$ cat src/rtl/pixbuf_pkg.sv
// Shared helpers for the pixel buffer: clog2, pixels-per-word and slice-index width
// helpers, and the pixel ordering constants.
package pixbuf_pkg;

  localparam int unsigned ORDER_LSB = 0;
  localparam int unsigned ORDER_MSB = 1;

  // Ceiling log2. Returns 0 for v <= 1.
  function automatic int unsigned clog2(input int unsigned v);
    int unsigned r;
    r = 0;
    for (int i = 0; i < 32; i++) begin
      if ((64'd1 << i) < 64'(v)) r = i + 1;
    end
    return r;
  endfunction

  function automatic int unsigned calc_ppw(input int unsigned mem_w, input int unsigned pix_w);
    return mem_w / pix_w;
  endfunction

  // Slice index needs at least one bit even when a word holds a single pixel.
  function automatic int unsigned calc_slice_w(input int unsigned ppw);
    return (ppw > 1) ? clog2(ppw) : 1;
  endfunction

endpackage

$ cat src/rtl/pixbuf_word_fifo.sv
// Word FIFO for the pixel buffer: Depth x MemW storage, wrap-around pointers and an
// occupancy count. Head word is show-ahead.
// Ports:
//   clk_i    clock; rst_i synchronous active-high reset
//   push_i   store wdata_i at the tail (ignored when full)
//   pop_i    drop the head word (ignored when empty)
//   head_o   word at the read pointer
//   full_o / empty_o / count_o  registered occupancy
module pixbuf_word_fifo
  import pixbuf_pkg::*;
#(
  parameter int unsigned MemW  = 32,
  parameter int unsigned Depth = 4,
  localparam int unsigned PtrW = clog2(Depth),
  localparam int unsigned CntW = PtrW + 1
) (
  input  logic            clk_i,
  input  logic            rst_i,
  input  logic            push_i,
  input  logic            pop_i,
  input  logic [MemW-1:0] wdata_i,
  output logic [MemW-1:0] head_o,
  output logic            full_o,
  output logic            empty_o,
  output logic [CntW-1:0] count_o
);

  logic [MemW-1:0] mem_q [Depth];
  logic [MemW-1:0] mem_d [Depth];
  logic [PtrW-1:0] wr_ptr_q, wr_ptr_d;
  logic [PtrW-1:0] rd_ptr_q, rd_ptr_d;
  logic [CntW-1:0] count_q, count_d;
  logic            push_ok, pop_ok;

  assign full_o  = (count_q == CntW'(Depth));
  assign empty_o = (count_q == '0);
  assign count_o = count_q;
  assign head_o  = mem_q[rd_ptr_q];

  // Full rejects a push even when a pop happens in the same cycle.
  assign push_ok = push_i & ~full_o;
  assign pop_ok  = pop_i & ~empty_o;

  always_comb begin
    mem_d = mem_q;
    if (push_ok) mem_d[wr_ptr_q] = wdata_i;
    // Depth is a power of two, so pointers wrap by natural overflow.
    wr_ptr_d = wr_ptr_q + PtrW'(push_ok);
    rd_ptr_d = rd_ptr_q + PtrW'(pop_ok);
    count_d  = count_q + CntW'(push_ok) - CntW'(pop_ok);
  end

  always_ff @(posedge clk_i) begin
    if (rst_i) begin
      wr_ptr_q <= '0;
      rd_ptr_q <= '0;
      count_q  <= '0;
    end else begin
      wr_ptr_q <= wr_ptr_d;
      rd_ptr_q <= rd_ptr_d;
      count_q  <= count_d;
    end
  end

  // Storage needs no reset; content is only visible through the count.
  always_ff @(posedge clk_i) begin
    mem_q <= mem_d;
  end

endmodule

$ cat src/rtl/buffer_pixeles_mem_fifo.sv
// Pixel buffer: queues DEPTH memory words and unpacks each into MEM_W/PIX_W pixels,
// first pixel taken from the MSB or LSB end depending on MSB_FIRST.
// Ports:
//   clk, reset (synchronous, active-high)
//   memory_data / save_mem_data   word input and write strobe
//   read_pixel                    consume the current pixel
//   pixel                         show-ahead head pixel, 0 when nothing is stored
//   space_available / data_available  registered occupancy status
//   overflow / underflow          sticky misuse flags, cleared only by reset
//   level                         stored word count; present only with PIXBUF_LEVEL_EN defined
module buffer_pixeles_mem_fifo
  import pixbuf_pkg::*;
#(
  parameter int unsigned MEM_W     = 32,
  parameter int unsigned PIX_W     = 8,
  parameter int unsigned DEPTH     = 4,
  parameter int unsigned MSB_FIRST = 1,
  localparam int unsigned CntW     = clog2(DEPTH) + 1
) (
  input  logic             clk,
  input  logic             reset,
  input  logic [MEM_W-1:0] memory_data,
  input  logic             save_mem_data,
  input  logic             read_pixel,
  output logic [PIX_W-1:0] pixel,
  output logic             space_available,
  output logic             data_available,
  output logic             overflow,
  output logic             underflow
`ifdef PIXBUF_LEVEL_EN
  ,
  output logic [CntW-1:0]  level
`endif
);

  localparam int unsigned Ppw    = calc_ppw(MEM_W, PIX_W);
  localparam int unsigned SliceW = calc_slice_w(Ppw);

  logic             full, empty;
  logic [MEM_W-1:0] head;
  logic [CntW-1:0]  count;
  logic             rd_ok, last_slice, pop;
  logic [SliceW-1:0] slice_q, slice_d, sel;
  logic             overflow_q, overflow_d;
  logic             underflow_q, underflow_d;
  logic [PIX_W-1:0] pix_arr [Ppw];

  pixbuf_word_fifo #(
    .MemW  (MEM_W),
    .Depth (DEPTH)
  ) u_word_fifo (
    .clk_i   (clk),
    .rst_i   (reset),
    .push_i  (save_mem_data),
    .pop_i   (pop),
    .wdata_i (memory_data),
    .head_o  (head),
    .full_o  (full),
    .empty_o (empty),
    .count_o (count)
  );

  assign rd_ok      = read_pixel & ~empty;
  assign last_slice = (slice_q == SliceW'(Ppw - 1));
  assign pop        = rd_ok & last_slice;

  always_comb begin
    slice_d = slice_q;
    if (rd_ok) slice_d = last_slice ? '0 : slice_q + SliceW'(1);
    overflow_d  = overflow_q | (save_mem_data & full);
    underflow_d = underflow_q | (read_pixel & empty);
  end

  always_ff @(posedge clk) begin
    if (reset) begin
      slice_q     <= '0;
      overflow_q  <= 1'b0;
      underflow_q <= 1'b0;
    end else begin
      slice_q     <= slice_d;
      overflow_q  <= overflow_d;
      underflow_q <= underflow_d;
    end
  end

  // pix_arr[i] is the pixel at bit offset i*PIX_W; ordering only changes which one is selected.
  always_comb begin
    for (int i = 0; i < int'(Ppw); i++) begin
      pix_arr[i] = head[i*PIX_W +: PIX_W];
    end
  end

  assign sel = (MSB_FIRST == ORDER_MSB) ? SliceW'(Ppw - 1) - slice_q : slice_q;

  assign pixel           = empty ? '0 : pix_arr[sel];
  assign data_available  = ~empty;
  assign space_available = ~full;
  assign overflow        = overflow_q;
  assign underflow       = underflow_q;

`ifdef PIXBUF_LEVEL_EN
  assign level = count;
`else
  logic unused_count;
  assign unused_count = ^count;
`endif

endmodule
$ cat config.mk
export PLATFORM = sky130hd
export DESIGN_NAME = buffer_pixeles_mem_fifo
export DESIGN_NICKNAME = d
export VERILOG_FILES = /design/src/rtl/pixbuf_pkg.sv /design/src/rtl/pixbuf_word_fifo.sv /design/src/rtl/buffer_pixeles_mem_fifo.sv
export SDC_FILE = /design/constraint.sdc
export NUM_CORES = 1
export LEC_CHECK = 0
export ABC_AREA = 0
export CAP_MARGIN = 20
export CORE_MARGIN = 5
export CORE_UTILIZATION = 45
export CTS_CLUSTER_SIZE = 28
export DETAILED_ROUTE_END_ITERATION = 7
export REMOVE_ABC_BUFFERS = 1
export SLEW_MARGIN = 20
export SYNTH_ARGS = -nofsm -noshare
export SYNTH_HDL_FRONTEND = slang
export SYNTH_HIERARCHICAL = 1
export SYNTH_SLANG_ARGS = --single-unit
$ cat constraint.sdc
create_clock -name clk -period 9.6 [get_ports clk]
set_clock_uncertainty 0.2 [all_clocks]
set_input_delay 1.92 -clock clk [delete_from_list [all_inputs] [get_ports clk]]
set_output_delay 1.92 -clock clk [all_outputs]
set_load 0.005 [all_outputs]
### Clock network drawn from the DEF, run 1

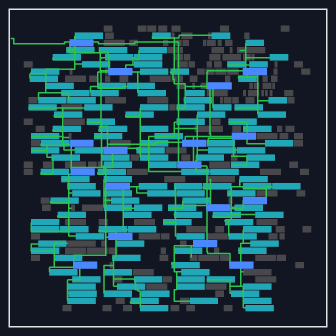
Key: cyan = flip-flops [count 139]; blue = clock-net drivers [count 17]; green = clock wires [length 1570 um]
Position of the flops: spread over the die.

### Metal 3, run 1

Cells faint in the background.
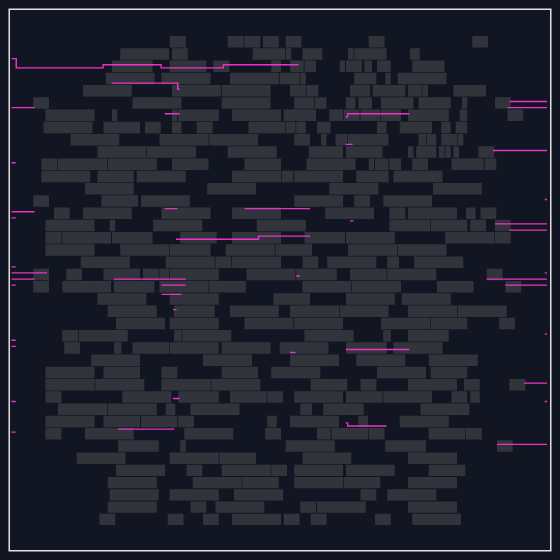
The layer carries 326 um of wire. The longest straight run is 19.3 um.

==> Slide: Implementation Results, run 1 <==
Physical Implementation Snapshot

Yosys
  • Asr flop ratio synth: 0
  • Post-synth EDFFs: 128
  • Mapped Area: 5440 sq um
  • Synth Area per Inst: 21.8 sq um
  • Post-synth seq share: 0.747
  • Post-synth area hogs: edfxtp_1 (71%), mux4_2 (13%), dfxtp_1 (4.0%)
  • Most frequent cell after synthesis: edfxtp_1
  • Top cells by count: edfxtp_1 (128), mux4_2 (32), mux2i_1 (18), dfxtp_1 (11), nor2_1 (9)
  • Distinct lib cells used: 30
  • Top_reg_cell synth: edfxtp_1
  • FF+latch count, synth: 139

Worst setup path
  • Critical path's top delay family: buffers and inverters
  • CP max stage cell: dfxtp_2
  • Critical path's largest stage delay: 0.70 ns
  • Crit start category: flop
  • CP endpoint kind: primary output
  • Reg2reg setup slack: 6.86 ns
  • CP Data Required Time: 7.48 ns
  • Worst path arrival time: 2.93 ns
  • Crit Path Class: flop to primary output
  • Crit-path cells: buf_4 > mux4_2 > mux2i_1 > o22ai_1 > clkdlybuf4s50_1
  • RR Startpoint: u_word_fifo/count_o[1]
  • Crit Path Max Fanout: 18
  • Worst path bufs/invs: 2

Clock tree
  • Clock transition at the registers of the reported paths: 0.06 ns
  • Root buf cell: clkbuf_16
  • Worst skew pair latency: 0.41 ns
  • Postcts setup bufs: 0
  • Sink Count: 139
  • Post_cts resized: 0

Cells and area
  • Antenna cells: 0
  • Fin nets: 352
  • Fin util: 0.559
  • Clkbuf count: 17
  • Combinational gate area: 1250 sq um
  • Comb gates: 96
  • Flip-flops: 139
  • Bufs w/o clock: 54
  • Layout cells sized above 1: 0.231
  • Seq area share: 0.610
  • Area growth syn-to-layout: 22.5%
  • Non-clock inverters: 4
  • Post-Layout Cell Count: 472
  • Area-dominant class: registers
  • ClkCell Share: 0.0944
  • Non-clk buf share: 0.0785

Placed design
  • Gpl congestion: 0.655
  • Placed wire-length estimate: 5.38 mm
  • Placed cell count: 440
  • Dpl ws: 4.88 ns
  • Port buffer count: 47

STA
  • RSZ-0062 raised after global routing: false
  • Final Hold Viols: 0
  • Post-layout period usage: 0.526
  • Max-slew violation count: 0
  • Worst slew margin: 0.569
  • Setup_tns: 0 ns
  • Finish-stage setup viols: 0
  • Final setup margin: 4.55 ns
  • Tightest Pin Transition: 0.647 ns

Route
  • Via density: 5.38
  • Routed met3 length: 326 um
  • DR WL/cell: 20.2 um
  • Metal-1 WL: 4.34 mm
  • TritonRoute pass-1 iters: 4
  • Via count: 2537
  • Routed Antenna Nets: 0
  • # DRC: 0

Worst hold path
  • Worst Hold Launch: underflow
  • Hold WC Path Type: flop to flop
  • Worst Hold End: underflow

Status
  • Outcome: complete, no violations

Power and ir drop
  • Comb. pwr: 219 uW
  • Max power group: sequential cells
  • VDD IR-drop max: 0.128 mV
  • Overall Power: 1.66 mW
  • Cell Pwr Density: 249 nW/um^2

Die
  • Starting Density: 0.457
  • Tap Count: 147
  • Core Area: 11900 sq um
  • Boundary Pins: 48
  • Die area: 14400 sq um

GRT
  • First-pass GRT wire length: 15.0 mm
  • Met1 Track Usage GR: 0.189
  • GRT Resource Usage Total: 0.145
  • Busiest grt layer: met2
  • Initial antenna violation count: 0

Job
  • OpenROAD warning count: 25
  • Max Cap Violations: 0
### Track usage over the die, run 1

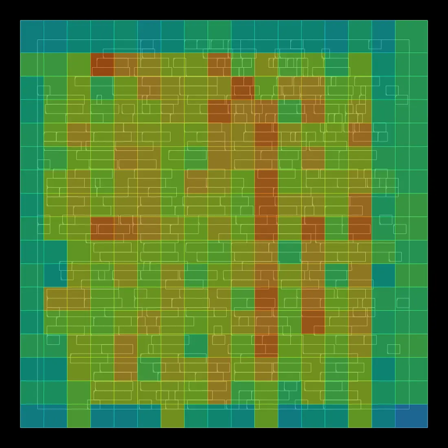
GR Util met2: 0.225
GR Util met3: 0.0452

### Cell sizes after repair, run 1

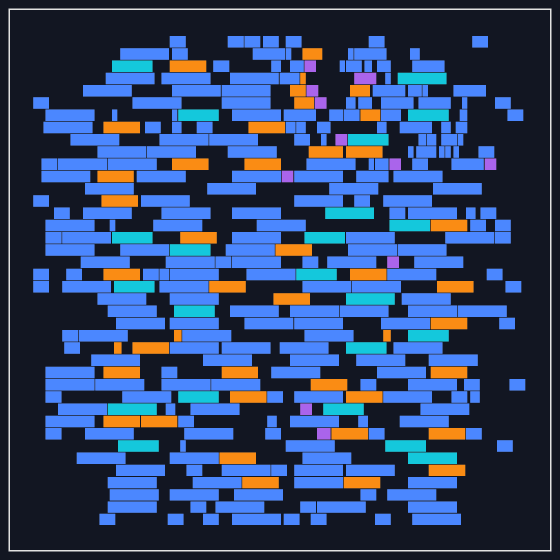
Key: cyan = x6 and larger [cells 22]; blue = x1 and smaller [cells 250]; orange = x2 [cells 42]; purple = x3 and x4 [cells 11]

run 1: cells by family (layout without fill, tap and decap cells):
logic type      Yosys count  count (layout)  share of synthesized area
buf+inv                  15              90                     0.0262
simple gates             24              24                     0.0258
xor+xnor                  6               6                    0.00966
compound gates           12              12                     0.0150
fa+ha+maj                 4               4                     0.0106
mux                      50              50                      0.166
flops                   139             139                      0.747
run 1: flip-flops by register name, summed over array words and instances, names as in the netlist:
name and cells:
u_word_fifo/mem_q 128, underflow 1, slice_q 2, u_word_fifo/wr_ptr_q 2
u_word_fifo/count_o 3, overflow 1, u_word_fifo/rd_ptr_q 2
run 1: cells in the final DEF (no fill, tap or decap), drive strengths merged, types with 2 or more instances in the layout:
| cell type | Yosys | routed |
|---|---|---|
| buf | 10 | 7 |
| mux2i | 18 | 18 |
| mux4 | 32 | 32 |
| nand2b | 2 | 2 |
| inv | 4 | 4 |
| ha | 3 | 3 |
| clkbuf | 1 | 17 |
| bufinv | 0 | 5 |
| clkinvlp | 0 | 2 |
| nor3b | 3 | 3 |
| xnor2 | 4 | 4 |
| clkinv | 0 | 8 |
| o22ai | 8 | 8 |
| dfxtp | 11 | 11 |
| xor2 | 2 | 2 |
| nor2b | 3 | 3 |
| nor2 | 9 | 9 |
| a21oi | 2 | 2 |
| nor3 | 2 | 2 |
| edfxtp | 128 | 128 |
| clkdlybuf4s50 | 0 | 47 |
run 1: worst max-delay path by stage:
stage,start,end
finish,u_word_fifo/rd_ptr_q[0],pixel[7]
global route,u_word_fifo/rd_ptr_q[0],pixel[2]
CTS,u_word_fifo/rd_ptr_q[0],pixel[7]
detailed placement,u_word_fifo/rd_ptr_q[0],pixel[7]
global placement,u_word_fifo/rd_ptr_q[0],pixel[7]
floorplan,save_mem_data,u_word_fifo/mem_q[64]
### Gate-type map, run 1

The bar under the picture is 20 um long.
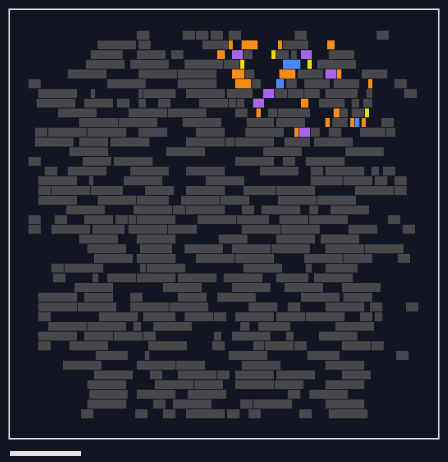

==> run 2, diff against run 1 <==
clock period = 4.75 ns   (was 9.6 ns; I/O delays follow)
### Gate-type map, run 2

The bar under the picture is 20 um long.
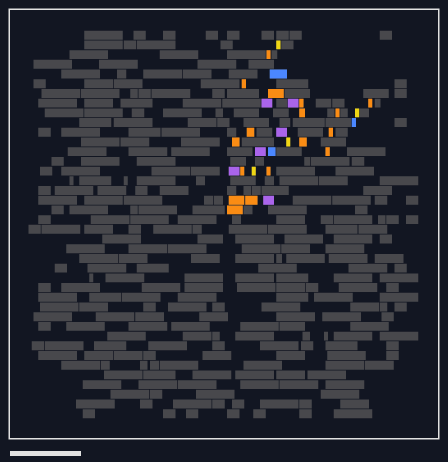
Key: yellow = inv cells [cells 4]; blue = nand cells [cells 3]; orange = nor cells [cells 17]; purple = xor and xnor cells [cells 6]
combinational share of cell area: 0.188
most used logic cell in the final layout: edfxtp_1
Post-Layout Cell Count: 475

==> run 2 against run 1 <==
Combinational power increased by 100%; worst setup slack worse by 3.6 ns; sequential power grew 100%; register-to-register slack got worse by 4.9 ns; total power is 93% higher; cell count rose by 0.64%; flip-flop count unchanged.
==> Slide: Implementation Results, run 2 <==
Physical Implementation Snapshot

Status
  • Outcome: complete, no violations

Route
  • Iter 0 DRT Violations: 119
  • Via count: 2527 (-0.39%)
  • TritonRoute pass-1 iters: 4 (unchanged)
  • Via density: 5.32 (-1.0%)
  • DR WL/cell: 19.9 um (-1.2%)
  • # DRC: 0 (unchanged)
  • Routed Antenna Nets: 0 (unchanged)

Cells and area
  • Max FFs per register: 128 (unchanged)
  • Area growth syn-to-layout: 22.2%
  • Antenna cells: 0 (unchanged)
  • Fin nets: 356 (+1.1%)
  • Largest Register: u_word_fifo/mem_q
  • Top Layout Cells: edfxtp_1 (128), clkdlybuf4s50_1 (47), mux4_2 (32)
  • Fin util: 0.558 (-0.00147)
  • Layout cells sized above 1: 0.238 (+0.00704)

Worst setup path
  • Crit Path Max Fanout: 22 (+4)
  • Crit-path cells: buf_12 > mux4_2 > mux2i_1 > o22ai_1 > clkdlybuf4s50_1
  • Worst path arrival time: 2.62 ns (-0.31 ns)
  • Reg2reg setup slack: 2.00 ns (-4.86 ns)
  • CP Data Required Time: 3.60 ns (-3.88 ns)
  • Crit start category: flop
  • Critical path's top delay family: buffers and inverters
  • Worst path bufs/invs: 2 (unchanged)
  • Critical path's largest stage delay: 0.64 ns (-0.06 ns)
  • CP endpoint kind: primary output
  • Crit Path Class: flop to primary output

GRT
  • Largest net degree at the start of global routing: 23
  • First-pass GRT wire length: 15.2 mm (+1.4%)
  • Number of global-route vias before repair: 2811
  • GRT Resource Usage Total: 0.144 (-0.000953)

Power and ir drop
  • Overall Power: 3.20 mW (+93%)
  • Cell Pwr Density: 481 nW/um^2 (+93%)
  • VDD IR-drop max: 0.229 mV (+78%)

Clock tree
  • Postcts setup bufs: 0 (unchanged)
  • Sink Count: 139 (unchanged)
  • Worst skew pair latency: 0.41 ns (about the same)
  • Clock transition at the registers of the reported paths: 0.06 ns (about the same)
  • Post_cts resized: 0 (unchanged)
  • Root buf cell: clkbuf_16

Worst hold path
  • Hold WC Path Type: flop to flop

STA
  • Worst slew margin: 0.519 (-0.0495)
  • Max-slew violation count: 0 (unchanged)
  • Tightest Pin Transition: 0.721 ns (+0.0742 ns)
  • Setup_tns: 0 ns (unchanged)
  • Post-layout period usage: 0.794
  • Final setup margin: 0.978 ns (-3.57 ns)
  • RSZ-0062 raised after global routing: false
  • Finish-stage setup viols: 0 (unchanged)
  • Period minus WS final: 3.77 ns
  • Final Hold Viols: 0 (unchanged)

Yosys
  • Most frequent cell after synthesis: edfxtp_1
  • Synth Area per Inst: 21.8 sq um (unchanged)
  • Post-synth seq share: 0.747 (unchanged)
  • Top cells by count: edfxtp_1 (128), mux4_2 (32), mux2i_1 (18), dfxtp_1 (11), nor2_1 (9)
  • Mapped Area: 5440 sq um (unchanged)
  • Asr flop ratio synth: 0 (unchanged)
  • Top_reg_cell synth: edfxtp_1
  • Post-synth EDFFs: 128 (unchanged)
  • Distinct lib cells used: 30 (unchanged)
  • FF+latch count, synth: 139 (unchanged)
  • Post-synth area hogs: edfxtp_1 (71%), mux4_2 (13%), dfxtp_1 (4.0%)

Placed design
  • Placed cell count: 444 (+0.91%)
  • Placed wire-length estimate: 5.65 mm (+5.1%)
  • Dpl ws: 1.36 ns (-3.52 ns)
  • Port buffer count: 47 (unchanged)
  • Gpl congestion: 0.671 (+2.5%)

Die
  • Core Area: 11900 sq um (unchanged)
  • Starting Density: 0.457 (unchanged)
  • Die area: 14400 sq um (unchanged)
  • Boundary Pins: 48 (unchanged)

Job
  • Max Cap Violations: 0 (unchanged)
-- run 2: kinds of logic after synthesis --
group | count (synthesis) | share of synthesized area
DFF | 139 | 0.747
and+or+nand+nor | 24 | 0.0258
adders and majority gates | 4 | 0.0106
muxes | 50 | 0.166
xor gates and xnor gates | 6 | 0.00966
buffers and inverters | 15 | 0.0262
AOI/OAI and AO/OA | 12 | 0.0150
-- run 2: worst paths after layout --
check	startpoint	endpoint	depth (start not counted)
setup / recovery	u_word_fifo/rd_ptr_q[0]	pixel[2]	5
hold / removal	underflow	underflow	2
setup reg to reg	u_word_fifo/count_o[1]	u_word_fifo/count_o[2]	10
hold reg to reg	underflow	underflow	2
-- run 2: layout make-up --
cell class / count / area [sq um] / share of cell area
sequential: 139 / 4070 / 0.612
multi-input combinational: 96 / 1250 / 0.188
timing repair buffer: 58 / 578 / 0.0870
clock buffer: 18 / 429 / 0.0646
tap: 147 / 184 / 0.0277
clock inverter: 13 / 128 / 0.0192
inverter: 4 / 15.0 / 0.00226
-- run 2: worst reg2reg max path: stages (launching register included) --
cell,delay (ns)
dfxtp_1,0.38
nor3_1,0.38
and2b_1,0.28
and2_1,0.20
o31ai_2,0.11
xnor2_1,0.11
ha_1,0.21
fa_1,0.38
xnor2_1,0.19
xnor2_1,0.14
nor2_1,0.05
-- run 2: routing by layer --
layer | global-route usage | wire [um]
met5 | 0 | 0
met1 | 0.181 | 4050
met4 | 0.0580 | 119
met2 | 0.232 | 4750
met3 | 0.0481 | 550
-- run 2: report_power, final --
part	leakage [nW]	internal [mW]	switching (mW)	total, mW
clock	0.257	0.762	0.475	1.24
sequential	1.26	1.48	0.0487	1.52
combinational	0.599	0.229	0.209	0.437
total	2.12	2.47	0.732	3.20
Power figures rest on the tool's default switching activity, not on a simulated workload.
